--- src/rtl/pwm_pkg.sv ---
// Shared defaults, count-direction encoding and slice helper for the pwm_multi block.
package pwm_pkg;

  localparam int DEF_WIDTH  = 21;
  localparam int DEF_NUM_CH = 4;

  typedef enum logic {UP = 1'b0, DOWN = 1'b1} dir_e;

  function automatic int ch_off(input int ch, input int width);
    return ch * width;
  endfunction

endpackage

--- src/rtl/pwm_channel.sv ---
// One PWM lane: active duty register, compare against the shared counter, registered output.
module pwm_channel import pwm_pkg::*; #(
  parameter int WIDTH = DEF_WIDTH
) (
  input  logic             clk,
  input  logic             reset,
  input  logic             load,
  input  logic             run,
  input  logic             en,
  input  logic [WIDTH-1:0] duty_new,
  input  logic [WIDTH-1:0] cnt,
  output logic             pwm
);

  logic [WIDTH-1:0] duty;

  always_ff @(posedge clk or negedge reset) begin
    if (!reset) begin
      duty <= '0;
      pwm  <= 1'b0;
    end else begin
      // duty >= period is naturally 100% since cnt never exceeds period-1
      pwm <= run && en && (cnt < duty);
      if (load) duty <= duty_new;
    end
  end

endmodule

--- src/rtl/pwm_multi.sv ---
// Multi-channel PWM with one shared period counter and shadowed period/duty loads.
// Optional center-aligned counting is built when PWM_CENTER_ALIGN_EN is defined.
module pwm_multi import pwm_pkg::*; #(
  parameter int WIDTH  = DEF_WIDTH,
  parameter int NUM_CH = DEF_NUM_CH
) (
  input  logic                    clk,
  input  logic                    reset,
  input  logic                    update_valid,
  output logic                    update_ready,
  input  logic [WIDTH-1:0]        period_in,
  input  logic [NUM_CH*WIDTH-1:0] duty_in,
  input  logic [NUM_CH-1:0]       ch_enable,
  input  logic                    center_mode,
  output logic [NUM_CH-1:0]       pwm_out,
  output logic                    period_start
);

  localparam logic [WIDTH-1:0] ONE = WIDTH'(1);

  logic [WIDTH-1:0]        cnt, per, pend_per;
  logic [NUM_CH*WIDTH-1:0] pend_duty;
  logic                    pend, run, last, boundary, apply, ctr;
  dir_e                    dir;

  assign update_ready = !pend;
  assign run          = (per != '0);
  assign last         = (cnt == per - ONE);
  // idle (period 0) counts as a permanent boundary so the first load lands at once
  assign boundary     = !run || (ctr ? (dir == DOWN && cnt == '0) : last);
  assign apply        = pend && boundary;

`ifdef PWM_CENTER_ALIGN_EN
  always_ff @(posedge clk or negedge reset) begin
    if (!reset)     ctr <= 1'b0;
    else if (apply) ctr <= center_mode;
  end
`else
  logic unused_center;
  assign unused_center = center_mode;
  assign ctr           = 1'b0;
`endif

  always_ff @(posedge clk or negedge reset) begin
    if (!reset) begin
      pend      <= 1'b0;
      pend_per  <= '0;
      pend_duty <= '0;
    end else if (update_valid && update_ready) begin
      pend      <= 1'b1;
      pend_per  <= period_in;
      pend_duty <= duty_in;
    end else if (apply) begin
      pend      <= 1'b0;
    end
  end

  always_ff @(posedge clk or negedge reset) begin
    if (!reset) begin
      cnt <= '0;
      dir <= UP;
      per <= '0;
    end else if (apply) begin
      cnt <= '0;
      dir <= UP;
      per <= pend_per;
    end else if (!run) begin
      cnt <= '0;
      dir <= UP;
    end else if (!ctr) begin
      cnt <= last ? '0 : cnt + ONE;
    end else if (dir == UP) begin
      // endpoints are held one extra cycle on each turnaround
      if (last) dir <= DOWN;
      else      cnt <= cnt + ONE;
    end else begin
      if (cnt == '0) dir <= UP;
      else           cnt <= cnt - ONE;
    end
  end

  always_ff @(posedge clk or negedge reset) begin
    if (!reset) period_start <= 1'b0;
    else        period_start <= run && (cnt == '0) && (dir == UP);
  end

  for (genvar i = 0; i < NUM_CH; i++) begin : g_ch
    pwm_channel #(.WIDTH(WIDTH)) u_ch (
      .clk      (clk),
      .reset    (reset),
      .load     (apply),
      .run      (run),
      .en       (ch_enable[i]),
      .duty_new (pend_duty[ch_off(i, WIDTH) +: WIDTH]),
      .cnt      (cnt),
      .pwm      (pwm_out[i])
    );
  end

endmodule

--- config.mk ---
export PLATFORM = sky130hd
export DESIGN_NAME = pwm_multi
export DESIGN_NICKNAME = d
export VERILOG_FILES = /design/src/rtl/pwm_pkg.sv /design/src/rtl/pwm_channel.sv /design/src/rtl/pwm_multi.sv
export SDC_FILE = /design/constraint.sdc
export NUM_CORES = 1
export LEC_CHECK = 0
export CORE_MARGIN = 8
export CORE_UTILIZATION = 57
export CTS_BUF_LIST = sky130_fd_sc_hd__clkbuf_16
export CTS_CLUSTER_DIAMETER = 30
export DETAILED_ROUTE_END_ITERATION = 16
export PLACE_DENSITY = 0.8
export SLEW_MARGIN = 20
export SYNTH_ARGS = -nofsm -noshare
export SYNTH_HDL_FRONTEND = slang
export SYNTH_HIERARCHICAL = 1
export SYNTH_SLANG_ARGS = --single-unit
--- constraint.sdc ---
create_clock -name clk -period 5.2 [get_ports clk]
set_clock_uncertainty 0.2 [all_clocks]
set_input_delay 0.52 -clock clk [delete_from_list [all_inputs] [get_ports clk]]
set_output_delay 0.52 -clock clk [all_outputs]
set_load 0.02 [all_outputs]
Fig. 1: run 1, sequential cells grouped by signal name
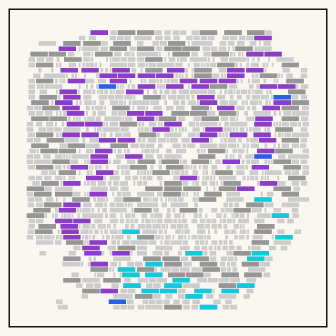
legend:
  cyan:
    netlist_name: pend_per
    sequential_cells: 21
  blue:
    netlist_name: g_ch.u_ch/pwm
    sequential_cells: 4
  purple:
    netlist_name: g_ch.u_ch/duty
    sequential_cells: 84
not coloured: 128

Fig. 2: run 1, placed standard cells
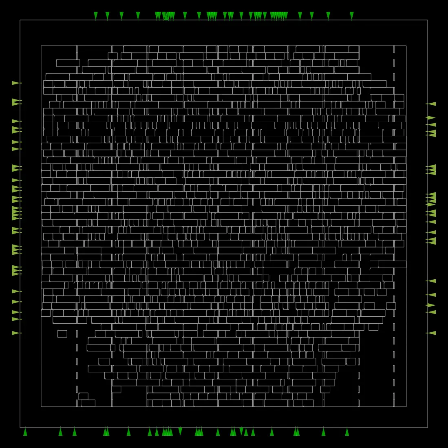
Fill cells: 1342
fin util: 72.8%
final non-filler cell total: 1484
Flops: 237
FP Rows: 52

==> results.ini, run 1 <==
[global_routing]
grt_overflow=0
antenna_found_initial=1
grt_pass1_vias=8749
grt_pass1_wl_mm=44.1
grt_usage_pct=21.1
grt_max_degree=134

[cts]
clkTransAtPathRegs_ns=0.05
clockRootBuffer=clkbuf_16
cts_buffers=45
htree_levels=2
clkLatencyLatePin_ns=0.54
postCtsSetupBuffers=0
clock_sinks=237
cts_tree=built

[synthesis]
fp_nets=1246
ys_warn_count=6
syn_inst=1049
ys.flop_type=dfrtp_1
synthArstFlopShare_pct=100
synth.distinct_cells=67
syn_area_um2=11800
ys_cells=1049
synth_area_per_cell_um2=11.2
synth_seq_share_pct=50.4
ys_ff=237

[final_timing]
hold_viol=0
relSlewSlack_pct=43.3
final.min_clock_period_ns=4.16
fin_setup_tns_ns=0
worst_pin_slew_ns=0.849
fin_ws_ns=1.04
period_used_pct=80.0
hold_slack_ns=0.241
fmax_mhz=240
rsz0062_at_grt=no
finalSetupViolCount=0
slew_viol_final=0

[floorplan]
dieHeight_um=160
initCoreUtil_pct=58.1
fp.coreArea_um2=20200
die_area_um2=25500
fp.dieW_um=160

[setup_path]
regToRegSetupSlack_ns=1.04
rr_worst_depth=12
startpoint=per[0]
cp-end-kind=flip-flop
critical_path_class=flip-flop to flip-flop
worstReg2RegStart=per[0]
critPathCapture=g_ch[0].u_ch/duty[7]
required_ns=5.44
start_kind=flip-flop
r2r_end=g_ch[0].u_ch/duty[7]

[final_layout]
fin_area_um2=14700
area_delta_synth_final_pct=25.1
num-nets-final=1376
final_cell_mix=dfrtp_1, clkdlybuf4s50_1, mux2_2
layout_top_cell=dfrtp_1

[pwr]
p_int_mw=5.43
p_sw_share_pct=29.0
p_leak_nw=6.65
clkPwrFrac_pct=36.9
p_seq_share_pct=38.9
vdd.ir_drop.worst_v=0.000324
p_per_area_nw_per_um2=520
p_total_mw=7.65
p_switching_mw=2.22
combPwrFrac_pct=24.3

[drt]
wirelength_mm=27.0
vias=8373
drt_pass1_iterations=6
initialDrtViolationCount=505
wire_per_inst_um=18.2
ant_nets=0
vias_per_cell=5.64

[placement]
portBuffers=117
hpwl_mm=17.1
post-place-ws_ns=1.15

[flow_run]
log.warning_count=33
maxCapViolCount=0

[run_status]
outcome=finished clean

Fig. 3: run 1, the metal 2 layer
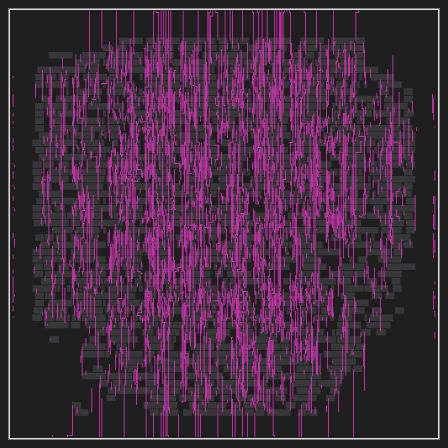
main direction: vertical
nets with wire on the layer: 1204

run 1: metal layers:
metal / routed length (µm) / vias up / global-route usage (%) / part of all wire, %
li1: - / 3928 / - / -
met1: 11100 / 4093 / 26.2 / 41
met2: 13300 / 267 / 34.5 / 49
met3: 1630 / 85 / 5.09 / 6.0
met4: 1010 / 0 / 9.99 / 3.8
met5: 0 / - / 0 / 0
run 1: power by group through the flow:
stage / combinational (mW) / sequential [mW] / clock, mW
6_report: 1.86 / 2.97 / 2.82
2_1_floorplan: 1.44 / 2.80 / 0
5_1_grt: 2.06 / 3.05 / 2.97
3_3_place_gp: 1.71 / 2.97 / 0
4_1_cts: 1.86 / 2.97 / 2.86
3_5_place_dp: 1.80 / 2.99 / 0
run 1: layout make-up:
cell class	instances	area (µm²)	share of cell area, %
inverters	92	348	2.36
diodes	1	2.50	0.0170
clock buffers	45	1130	7.65
repair buffers	126	1300	8.86
well taps	270	338	2.29
clock inverters	36	362	2.46
multi-input cells	677	5310	36.1
flip-flops and latches	237	5930	40.3
run 1: Yosys cell counts, drive strengths merged (5+ instances only):
cell      n  share of area, %
or4       6              0.41
nor3     15              0.82
clkbuf   37               1.2
nand2   103               3.3
mux2    130                13
nor4      9              0.66
nand3    15              0.64
ha       84               8.9
a21oi    24               1.0
nand2b    6              0.32
o21a      6              0.41
buf       6              0.40
a31oi     5              0.27
nand4    18               1.0
and3      5              0.27
dfrtp   237                50
a21o     11              0.71
nor2     37               1.2
xor2     24               1.8
o21ai    88               3.7
inv      92               2.9
xnor2    20               1.5
run 1: cell families (layout without fill, tap and decap cells):
logic type / Yosys count / in the layout / synth area share [%]
other: 0 / 1 / 0
buffers and inverters: 135 / 299 / 4.52
xor gates and xnor gates: 44 / 44 / 3.28
muxes: 131 / 131 / 13.1
DFF: 237 / 237 / 50.4
adders and majority gates: 84 / 84 / 8.93
AOI/OAI and AO/OA: 171 / 171 / 9.01
and+or+nand+nor: 247 / 247 / 10.7
run 1: worst max-delay path, cell delays in order (launching register included):
cell and delay (ns):
dfrtp_1 0.45, inv_1 0.11, ha_1 0.24, nor3b_2 0.51, nand2_1 0.19, or4_1 0.42
a211oi_1 0.32, nand4_1 0.14, o41a_1 0.44, inv_4 0.39, buf_4 0.40, nand2_1 0.11
o21ai_0 0.12
run 1: worst min-delay path by stage:
stage / cells after the start / slack [ns] / end / start
floorplan: 0 / 0.02 / cnt[0] / reset
global placement: 2 / 0.26 / g_ch[0].u_ch/duty[3] / pend_duty[3]
detailed placement: 2 / 0.26 / g_ch[2].u_ch/duty[9] / pend_duty[51]
CTS: 2 / 0.28 / g_ch[2].u_ch/duty[9] / pend_duty[51]
global route: 2 / 0.25 / pend_duty[80] / reset
finish: 2 / 0.24 / pend_duty[80] / reset
run 1: timing repair:
action	CTS	global route
gates resized	0	0
hold endpoints to repair	65	0
hold buffers	1	0
run 1: flip-flops by register name (all words and copies together), names as in the netlist:
signal and count:
pend_duty 84, g_ch.u_ch/pwm 4, period_start 1, g_ch.u_ch/duty 84
pend 1, pend_per 21, cnt 21, per 21
Fig. 4: run 1, local utilization
16 x 16 tiles, from white (low) to dark blue (high), 0 to 100% covered.
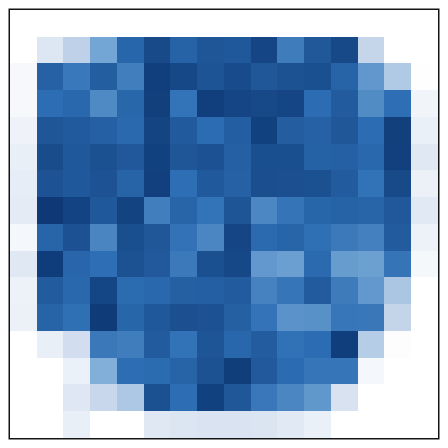

==> run 1 -> run 2 <==
- CORE_UTILIZATION: 57 -> 52
- PLACE_DENSITY: 0.8 -> 0.77
- clock period: 5.2 -> 3.4 ns (I/O delays scaled with it)
Fig. 5: run 2, local utilization
17 x 17 tiles, from white (low) to dark blue (high), 0 to 100% covered.
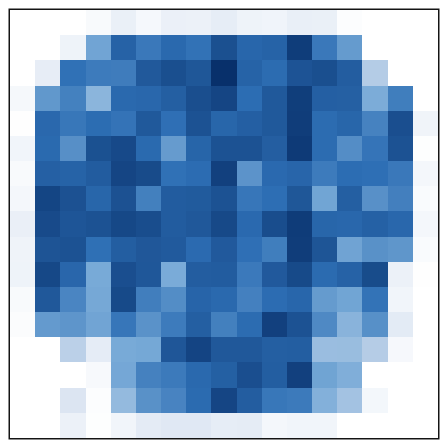
fullest tile: 100%
densest ninth of the die: middle
mean over tiles: 54%
tiles over 75% full: 44%
nearly empty tiles: 14%
Std-Cell Core Area: 22400 µm²
fp util: 52.4%
fin util: 67.8%

==> run 2 against run 1 <==
Net effect: global-route usage fell by 0.86 points; die area increased by 8.6%; total power grew 59%; final cell count rose by 3.9%; first-iteration DRC count shrank 3.2%; synthesized cell count stayed put; wire length up 4.2%; clock-buffer cell count increased by 4; sequential share of layout area decreased by 1.3 points; via count up 2.0%; utilization down 4.9 points.
==> results.ini, run 2 <==
[cts]
htree_levels=2
clockRootBuffer=clkbuf_16
clkTransAtPathRegs_ns=0.05
cts_tree=built
clock_sinks=237
cts_buffers=48
clkLatencyLatePin_ns=0.53

[synthesis]
top_area_share_pct=50.4
ys.flop_type=dfrtp_1
fp_nets=1246
top_cells_by_count=dfrtp_1, mux2_2, nand2_1
ys_top_cells_by_area=dfrtp_1, mux2_2, ha_1
ys_warn_count=6
synth.distinct_cells=67
ys_ff=237
synth_area_per_cell_um2=11.2
synthArstFlopShare_pct=100

[pwr]
p_per_area_nw_per_um2=799
p_leak_nw=6.90

[drt]
wire_per_inst_um=18.2
drt_pass1_iterations=5
initialDrtViolationCount=489
ant_nets=0

[final_timing]
final.min_clock_period_ns=3.30
fin_setup_tns_ns=0
slew_viol_final=0
worst_pin_slew_ns=0.841

[final_layout]
layout_top_cell=dfrtp_1
final_cell_mix=dfrtp_1, clkdlybuf4s50_1, mux2_2
reg.largest.list=g_ch.u_ch/duty: 84 flops, pend_duty: 84 flops
antenna_cells=0
num-nets-final=1417

[floorplan]
die_area_um2=27700

[flow_run]
maxCapViolCount=0

[global_routing]
grt_max_degree=114
grt_overflow=0
grt_pass1_vias=9357

[placement]
hpwl_mm=18.6

[run_status]
outcome=finished clean

[setup_path]
critPathBufInv=4
start_kind=flip-flop
cpLargestDelayFamily=simple AND/OR/NAND/NOR gates
critical_path_class=flip-flop to flip-flop

Fig. 6: run 2, M1 wires
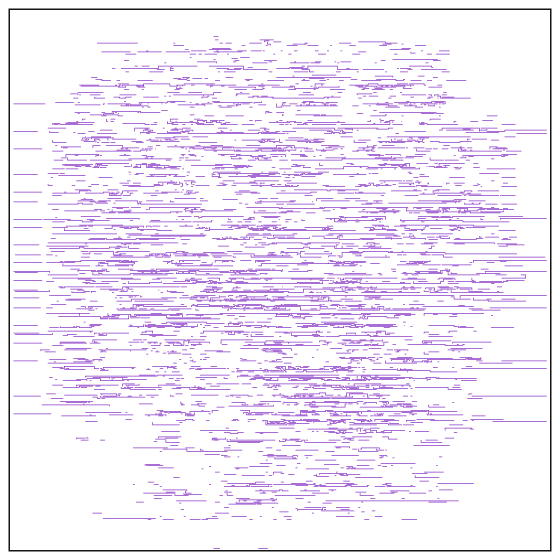
share of all routed wire: 41%
nets with wire on the layer: 1331
main direction: horizontal
wire length on this layer: 11600 µm

-- run 2: cell counts after synthesis --
No cell type changed its count.
-- run 2: layout make-up --
class | count | area [µm²]
fillers | 1635 | 7220
flip-flops and latches | 237 | 5930
multi-input cells | 677 | 5360
repair buffers | 163 | 1600
clock buffers | 49 | 1230
clock inverters | 38 | 385
well taps | 285 | 357
inverters | 92 | 350
repair inverters | 1 | 5.00
-- run 2: path summary, 6_finish.rpt --
kind	from	endpoint	depth (start not counted)	slack, ns
hold reg to reg	pend_duty[72]	g_ch[3].u_ch/duty[9]	2	0.27
setup reg to reg	per[1]	g_ch[2].u_ch/duty[0]	12	0.10
setup / recovery	per[1]	g_ch[2].u_ch/duty[0]	12	0.10
hold / removal	duty_in[64]	pend_duty[64]	2	0.22
min in group asynchronous	reset	g_ch[3].u_ch/pwm	2	0.28
max in group asynchronous	reset	g_ch[1].u_ch/duty[10]	3	1.82
-- run 2: metal layers --
layer	up-vias	part of all wire, %	wire length [µm]	track usage [%]
met3	88	5.3	1490	3.57
met4	0	3.8	1070	8.77
li1	4012	-	-	-
met2	246	50	14000	35.6
met1	4195	41	11600	24.1
met5	-	0	0	0
-- run 2: where the power goes --
group,internal [mW],total (mW),switching (mW)
clock,3.08,4.58,1.50
combinational,1.64,3.07,1.43
sequential,3.83,4.50,0.671
-- run 2: cells by family after synthesis --
group,Yosys count,share of synthesized area (%)
XOR/XNOR,44,3.28
AND/OR/NAND/NOR,247,10.7
adder cells (fa/ha/maj),84,8.93
buffers and inverters,135,4.52
flip-flops,237,50.4
multiplexers,131,13.1
AND-OR/OR-AND,171,9.01
-- run 2: metrics by stage --
step | cell area, µm² | std cells | setup WS [ns] | total power, mW
after global routing | 15200 | 1542 | -0.0594 | 12.9
after CTS | 15100 | 1536 | 0.0139 | 12.2
after global placement | 13500 | 1445 | 0.122 | 7.28
final | 15200 | 1542 | 0.105 | 12.2
after floorplan | 11800 | 1049 | 0.0265 | 6.49
after detailed placement | 13500 | 1445 | 0.0318 | 7.48
-- run 2: repair_timing --
item | CTS | global route
endpoints found under the setup margin | 3 | 103
pin swaps | 1 | 6
gates cloned | 0 | 2
setup buffers | 3 | 4
hold buffers | 1 | 0
hold endpoints to repair | 108 | 0
gates resized | 2 | 8
Power and IR drop assume default switching activity.
